### config.mk
export PLATFORM = sky130hd
export DESIGN_NAME = vga_timing_gen_flat
export DESIGN_NICKNAME = d
export VERILOG_FILES = /design/src/rtl/vga_timing_if.sv /design/src/rtl/vga_timing_gen.sv /design/src/flat_wrapper.sv
export SDC_FILE = /design/constraint.sdc
export NUM_CORES = 1
export LEC_CHECK = 0
export ABC_CLOCK_PERIOD_IN_PS = 2400
export CORE_MARGIN = 4
export CORE_UTILIZATION = 25
export CTS_CLUSTER_SIZE = 12
export DETAILED_ROUTE_END_ITERATION = 8
export GPL_TIMING_DRIVEN = 0
export SLEW_MARGIN = 20
export SYNTH_ARGS = -nofsm -noshare
export SYNTH_HDL_FRONTEND = slang
export SYNTH_SLANG_ARGS = --single-unit
### constraint.sdc
create_clock -name clk -period 2.4 [get_ports clk]
set_clock_uncertainty 0.1 [all_clocks]
set_input_delay 0.48 -clock clk [delete_from_list [all_inputs] [get_ports clk]]
set_output_delay 0.48 -clock clk [all_outputs]
set_load 0.02 [all_outputs]
### src/rtl/vga_timing_if.sv
// Raster timing bundle: run enable into the generator, pixel strobe,
// counters, sync/blank decodes and delayed sync out of it.
interface vga_timing_if #(
   parameter int CNT_W = 10
);
   logic             en;
   logic             pixel_en;
   logic [CNT_W-1:0] pixel_x;
   logic [CNT_W-1:0] pixel_y;
   logic             hs;
   logic             vs;
   logic             hblank;
   logic             vblank;
   logic             blank;
   logic             last_column;
   logic             last_row;
   logic             line_start;
   logic             frame_start;
   logic             hs_d;
   logic             vs_d;
   logic             blank_d;

   modport master (
      input  en,
      output pixel_en, pixel_x, pixel_y, hs, vs, hblank, vblank, blank,
             last_column, last_row, line_start, frame_start, hs_d, vs_d, blank_d
   );

   modport slave (
      output en,
      input  pixel_en, pixel_x, pixel_y, hs, vs, hblank, vblank, blank,
             last_column, last_row, line_start, frame_start, hs_d, vs_d, blank_d
   );
endinterface

### src/rtl/vga_timing_gen.sv
// Parametrised raster timing generator: clock divider, x/y counters, sync and
// blank decode, plus a pixel-strobed delay pipe to match downstream fetch latency.
module vga_timing_gen #(
   parameter int H_ACTIVE   = 640,
   parameter int H_FP       = 16,
   parameter int H_SYNC     = 96,
   parameter int H_BP       = 48,
   parameter int V_ACTIVE   = 480,
   parameter int V_FP       = 10,
   parameter int V_SYNC     = 2,
   parameter int V_BP       = 29,
   parameter int CLK_DIV    = 2,
   parameter int HS_POL     = 0,
   parameter int VS_POL     = 0,
   parameter int SYNC_DELAY = 0,
   parameter int CNT_W      = 10
) (
   input logic               clk,
   input logic               rst,
   vga_timing_if.master      vif
);

   localparam int H_TOTAL = H_ACTIVE + H_FP + H_SYNC + H_BP;
   localparam int V_TOTAL = V_ACTIVE + V_FP + V_SYNC + V_BP;
   localparam int DIV_W   = (CLK_DIV > 1) ? $clog2(CLK_DIV) : 1;

   localparam logic [DIV_W-1:0] DIV_LAST = DIV_W'(CLK_DIV - 1);
   localparam logic [CNT_W-1:0] X_LAST   = CNT_W'(H_TOTAL - 1);
   localparam logic [CNT_W-1:0] Y_LAST   = CNT_W'(V_TOTAL - 1);

   // Sync windows compared at 32 bits so an end bound equal to 2^CNT_W cannot wrap.
   localparam logic [31:0] HS_START = 32'(H_ACTIVE + H_FP);
   localparam logic [31:0] HS_END   = 32'(H_ACTIVE + H_FP + H_SYNC);
   localparam logic [31:0] VS_START = 32'(V_ACTIVE + V_FP);
   localparam logic [31:0] VS_END   = 32'(V_ACTIVE + V_FP + V_SYNC);
   localparam logic [31:0] H_ACT32  = 32'(H_ACTIVE);
   localparam logic [31:0] V_ACT32  = 32'(V_ACTIVE);
   localparam logic        HS_ON    = HS_POL[0];
   localparam logic        VS_ON    = VS_POL[0];

   logic [DIV_W-1:0] div_cnt;
   logic             pe_q;
   logic [CNT_W-1:0] x;
   logic [CNT_W-1:0] y;
   logic             pixel_en;
   logic             hs_raw;
   logic             vs_raw;
   logic             blank_raw;
   logic [31:0]      x32;
   logic [31:0]      y32;

   // pe_q is held while frozen so resuming picks up the exact same phase.
   always_ff @(posedge clk) begin
      if (!rst) begin
         div_cnt <= '0;
         pe_q    <= 1'b0;
         x       <= '0;
         y       <= '0;
      end else if (vif.en) begin
         div_cnt <= (div_cnt == DIV_LAST) ? '0 : div_cnt + DIV_W'(1);
         pe_q    <= (div_cnt == DIV_LAST);
         if (pe_q) begin
            if (x == X_LAST) begin
               x <= '0;
               y <= (y == Y_LAST) ? '0 : y + CNT_W'(1);
            end else begin
               x <= x + CNT_W'(1);
            end
         end
      end
   end

   assign pixel_en  = pe_q & vif.en;
   assign x32       = 32'(x);
   assign y32       = 32'(y);
   assign hs_raw    = (x32 >= HS_START && x32 < HS_END) ? HS_ON : ~HS_ON;
   assign vs_raw    = (y32 >= VS_START && y32 < VS_END) ? VS_ON : ~VS_ON;
   assign blank_raw = (x32 >= H_ACT32) | (y32 >= V_ACT32);

   assign vif.pixel_en    = pixel_en;
   assign vif.pixel_x     = x;
   assign vif.pixel_y     = y;
   assign vif.hs          = hs_raw;
   assign vif.vs          = vs_raw;
   assign vif.hblank      = (x32 >= H_ACT32);
   assign vif.vblank      = (y32 >= V_ACT32);
   assign vif.blank       = blank_raw;
   assign vif.last_column = (x32 == H_ACT32 - 32'd1);
   assign vif.last_row    = (y32 == V_ACT32 - 32'd1);
   assign vif.line_start  = pixel_en & (x == X_LAST);
   assign vif.frame_start = pixel_en & (x == X_LAST) & (y == Y_LAST);

   generate
      if (SYNC_DELAY == 0) begin : g_no_delay
         assign vif.hs_d    = hs_raw;
         assign vif.vs_d    = vs_raw;
         assign vif.blank_d = blank_raw;
      end else begin : g_delay
         // Each stage holds {hs, vs, blank}; stage 0 is the newest pixel.
         logic [2:0] pipe [SYNC_DELAY];

         always_ff @(posedge clk) begin
            if (!rst) begin
               for (int i = 0; i < SYNC_DELAY; i++) pipe[i] <= {~HS_ON, ~VS_ON, 1'b1};
            end else if (pixel_en) begin
               pipe[0] <= {hs_raw, vs_raw, blank_raw};
               for (int i = 1; i < SYNC_DELAY; i++) pipe[i] <= pipe[i-1];
            end
         end

         assign vif.hs_d    = pipe[SYNC_DELAY-1][2];
         assign vif.vs_d    = pipe[SYNC_DELAY-1][1];
         assign vif.blank_d = pipe[SYNC_DELAY-1][0];
      end
   endgenerate

endmodule
### src/flat_wrapper.sv
// flat-port wrapper written by rule: the top's interface ports become plain ports
module vga_timing_gen_flat 
#(
   parameter int H_ACTIVE   = 640,
   parameter int H_FP       = 16,
   parameter int H_SYNC     = 96,
   parameter int H_BP       = 48,
   parameter int V_ACTIVE   = 480,
   parameter int V_FP       = 10,
   parameter int V_SYNC     = 2,
   parameter int V_BP       = 29,
   parameter int CLK_DIV    = 2,
   parameter int HS_POL     = 0,
   parameter int VS_POL     = 0,
   parameter int SYNC_DELAY = 0,
   parameter int CNT_W      = 10
)
  (clk, rst, vif_en, vif_pixel_en, vif_pixel_x, vif_pixel_y, vif_hs, vif_vs, vif_hblank, vif_vblank, vif_blank, vif_last_column, vif_last_row, vif_line_start, vif_frame_start, vif_hs_d, vif_vs_d, vif_blank_d);
  vga_timing_if #(.CNT_W(CNT_W)) vif_i ();
  input logic clk;
  input logic rst;
  input wire logic [$bits(vif_i.en)-1:0] vif_en;
  output wire logic [$bits(vif_i.pixel_en)-1:0] vif_pixel_en;
  output wire logic [$bits(vif_i.pixel_x)-1:0] vif_pixel_x;
  output wire logic [$bits(vif_i.pixel_y)-1:0] vif_pixel_y;
  output wire logic [$bits(vif_i.hs)-1:0] vif_hs;
  output wire logic [$bits(vif_i.vs)-1:0] vif_vs;
  output wire logic [$bits(vif_i.hblank)-1:0] vif_hblank;
  output wire logic [$bits(vif_i.vblank)-1:0] vif_vblank;
  output wire logic [$bits(vif_i.blank)-1:0] vif_blank;
  output wire logic [$bits(vif_i.last_column)-1:0] vif_last_column;
  output wire logic [$bits(vif_i.last_row)-1:0] vif_last_row;
  output wire logic [$bits(vif_i.line_start)-1:0] vif_line_start;
  output wire logic [$bits(vif_i.frame_start)-1:0] vif_frame_start;
  output wire logic [$bits(vif_i.hs_d)-1:0] vif_hs_d;
  output wire logic [$bits(vif_i.vs_d)-1:0] vif_vs_d;
  output wire logic [$bits(vif_i.blank_d)-1:0] vif_blank_d;
  assign vif_i.en = vif_en;
  assign vif_pixel_en = vif_i.pixel_en;
  assign vif_pixel_x = vif_i.pixel_x;
  assign vif_pixel_y = vif_i.pixel_y;
  assign vif_hs = vif_i.hs;
  assign vif_vs = vif_i.vs;
  assign vif_hblank = vif_i.hblank;
  assign vif_vblank = vif_i.vblank;
  assign vif_blank = vif_i.blank;
  assign vif_last_column = vif_i.last_column;
  assign vif_last_row = vif_i.last_row;
  assign vif_line_start = vif_i.line_start;
  assign vif_frame_start = vif_i.frame_start;
  assign vif_hs_d = vif_i.hs_d;
  assign vif_vs_d = vif_i.vs_d;
  assign vif_blank_d = vif_i.blank_d;
  vga_timing_gen #(.H_ACTIVE(H_ACTIVE), .H_FP(H_FP), .H_SYNC(H_SYNC), .H_BP(H_BP), .V_ACTIVE(V_ACTIVE), .V_FP(V_FP), .V_SYNC(V_SYNC), .V_BP(V_BP), .CLK_DIV(CLK_DIV), .HS_POL(HS_POL), .VS_POL(VS_POL), .SYNC_DELAY(SYNC_DELAY), .CNT_W(CNT_W)) u_core (.clk(clk), .rst(rst), .vif(vif_i));
endmodule
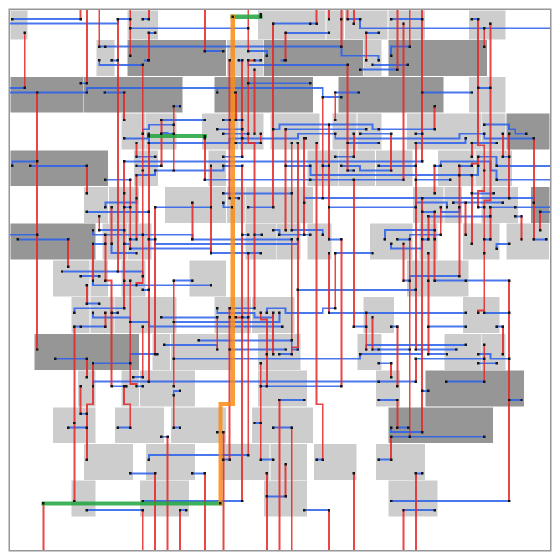
*Close-up of the layout*
Region (18, 3) to (58, 43) um. Cells in gray, sequential cells in the stronger gray; small squares are vias.
layer	color
metal 2	red
metal 4	orange
metal 3	green
metal 1	blue
most frequent	dfxtp_1 (9), clkdlybuf4s50_1 (8)
netlist names of flops here include	u_core.vif.pixel_y (8), u_core.vif.pixel_x (2)
cells with their middle in the window	93
sequential cells in the window	12

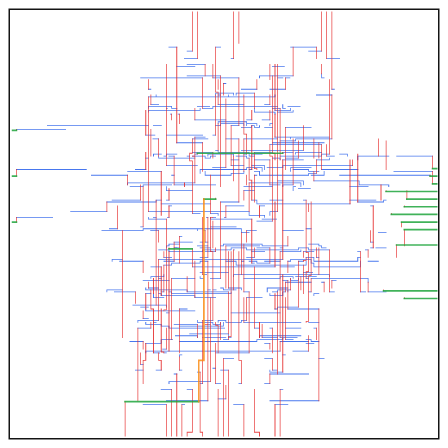
*Routed metal, one color a layer*
layer	color	wire length
metal 2	red	1380 um
metal 3	green	101 um
metal 1	blue	1370 um
metal 4	orange	37.0 um

==> qor.tcl <==
set qor(grt_pass1_wl_mm) 4.86
set qor(most_used_cells_in_the_layout_excluding_fill_and_tap_cells) {25 x sky130_fd_sc_hd__clkdlybuf4s50_1, 14 x sky130_fd_sc_hd__buf_4, 14 x sky130_fd_sc_hd__dfxtp_1, 11 x sky130_fd_sc_hd__nor2_1, 10 x sky130_fd_sc_hd__nand2_1}
set qor(cts_buffers) 3
set qor(synth-async-reset-ratio) 0
set qor(post_synth_main_logic_family) {simple AND/OR/NAND/NOR gates}
set qor(synth_top_cells_by_count) {22 x sky130_fd_sc_hd__dfxtp_1, 12 x sky130_fd_sc_hd__nor2_1, 10 x sky130_fd_sc_hd__nand2_1}
set qor(instances_no_fill) 236
set qor(htreeDepth) 1
set qor(num_vias) 1118
set qor(setup.worst_path.class) {register to output port}
set qor(postLayoutCellArea_mm2) 0.00173
set qor(tns_ps) 0
set qor(postLayoutCoreUtil) 0.393
set qor(fp-utilization) 0.263
set qor(ys_sh_adder) 0.0539
set qor(holdCritPathClass) {register to register}
set qor(critical_path.reg2reg.endpoint) {u_core.vif.pixel_y[7]}
set qor(synthXorXnorAreaFrac) 0.0830
set qor(synthFlopType) {sky130_fd_sc_hd__dfxtp_1}
set qor(r2r.worst_path.cells) 7
set qor(critical_path.startpoint) {u_core.vif.pixel_x[1]}
set qor(drive_gt1_frac) 0.201
set qor(tool_warnings) 32
set qor(maxCapViolations) 0
set qor(flow.area_growth_from_synthesis_pct) 49.2
set qor(later_pin_clock_latency_in_the_skew_report_ps) 260
set qor(switching_share) 0.214
set qor(yosys.cell_types.count) 38
set qor(synth-area-yosys_mm2) 0.00116
set qor(rsz_0062_raised_after_global_routing) {yes}
set qor(finalCritPeriodShare) 0.996
set qor(crit_fanout) 6
set qor(inverters_excl_clock) 8
set qor(layout.cells.largest_class) {combinational gates}
set qor(fin_ws_ps) 9.46
set qor(ys_sh_mux) 0.00862
set qor(cts_hold_buffers) 0
set qor(final-comb-area_um2) 677
set qor(final_slew_viol_count) 0
set qor(drtAntennaViolNets) 0
set qor(cts-resized-gates) 27
set qor(and_or_or_and_share_of_the_synthesized_area) 0.107
set qor(use_met2) 0.161
set qor(setup.worst_path.end) {vif_frame_start}
set qor(synth_top_area_share) 0.379
set qor(detailed_place.area_mm2) 0.00158
set qor(yosysWarningCount) 0
set qor(dpl.hpwl_mm) 2.09
set qor(launch_point_of_the_worst_reg_to_reg_path) {u_core.vif.pixel_x[1]}
set qor(comb-power_mw) 0.0247
set qor(placement.io_buffers) 35
set qor(edf_count) 0
set qor(timing.critical_path.cells) {ha_4, nand4_1, or4_4, buf_8, nor2_4, buf_6}
set qor(detail_route.vias_per_cell) 4.74
set qor(netsw_mw) 0.133
set qor(power.group.top) {registers}
set qor(post_synth_main_area_contributors) {sky130_fd_sc_hd__dfxtp_1 38%, sky130_fd_sc_hd__ha_1 5.4%, sky130_fd_sc_hd__xnor2_1 5.3%}
set qor(ff_latch_area_um2) 455
set qor(worstHoldStart) {u_core.vif.pixel_y[6]}
set qor(cts-root-to-sink-buffers) 2
set qor(internal_power_mw) 0.488
set qor(hold_critical_path_endpoint) {u_core.vif.pixel_y[6]}
set qor(worstHoldPathCells) 2
set qor(final_layout_top_logic_cell) {sky130_fd_sc_hd__clkdlybuf4s50_1}
set qor(design.seq.count) 22
set qor(pwr-share-seq) 0.595
set qor(floorplan.die.width_um) 76.2
set qor(chip_area_mm2) 0.00580
set qor(root_buffer) {sky130_fd_sc_hd__clkbuf_8}
set qor(timing.critical_path.required_ps) 1820
set qor(cp-start-kind) {register}
set qor(core_region_area_mm2) 0.00441
set qor(gr-usage-met3) 0.0154
set qor(num_rows) 24
set qor(power_sequential_mw) 0.370
set qor(seq_area_frac) 0.263
set qor(yosysCellCount) 137
set qor(total_congestion_overflow_after_global_routing) 0
set qor(cts_num_sinks) 22
set qor(clk_transition_reported_paths_ps) 80
set qor(total_power_mw) 0.621
set qor(setup_violations) 0
set qor(layout.non_clock_buffers) 50
set qor(seq_area_frac_synth) 0.379
set qor(met2WireLength_mm) 1.38
set qor(cp_num_cells) 6
set qor(first_global_vias) 1054
set qor(worst-r2r-setup-slack_ps) 100
set qor(initial_antenna_violation_count) 0
set qor(logic_gates) 101
set qor(final_hold_violations) 0
set qor(gr-usage-met1) 0.122
set qor(flops_after_synth) 22
set qor(final_nets) 194
set qor(critical_path.endpoint_type) {output port}
set qor(arrival_ps) 1810
set qor(globalRouteTotalUtil) 0.0977
set qor(layout.nonclk_buf_frac) 0.268
set qor(cpLargestDelayFamily) {simple AND/OR/NAND/NOR gates}
set qor(drt_wl_total_mm) 2.90
set qor(gp_congestion) 0.797
set qor(run_status) {finished clean}
No activity file was given, so power comes from the tool's default toggle rates.
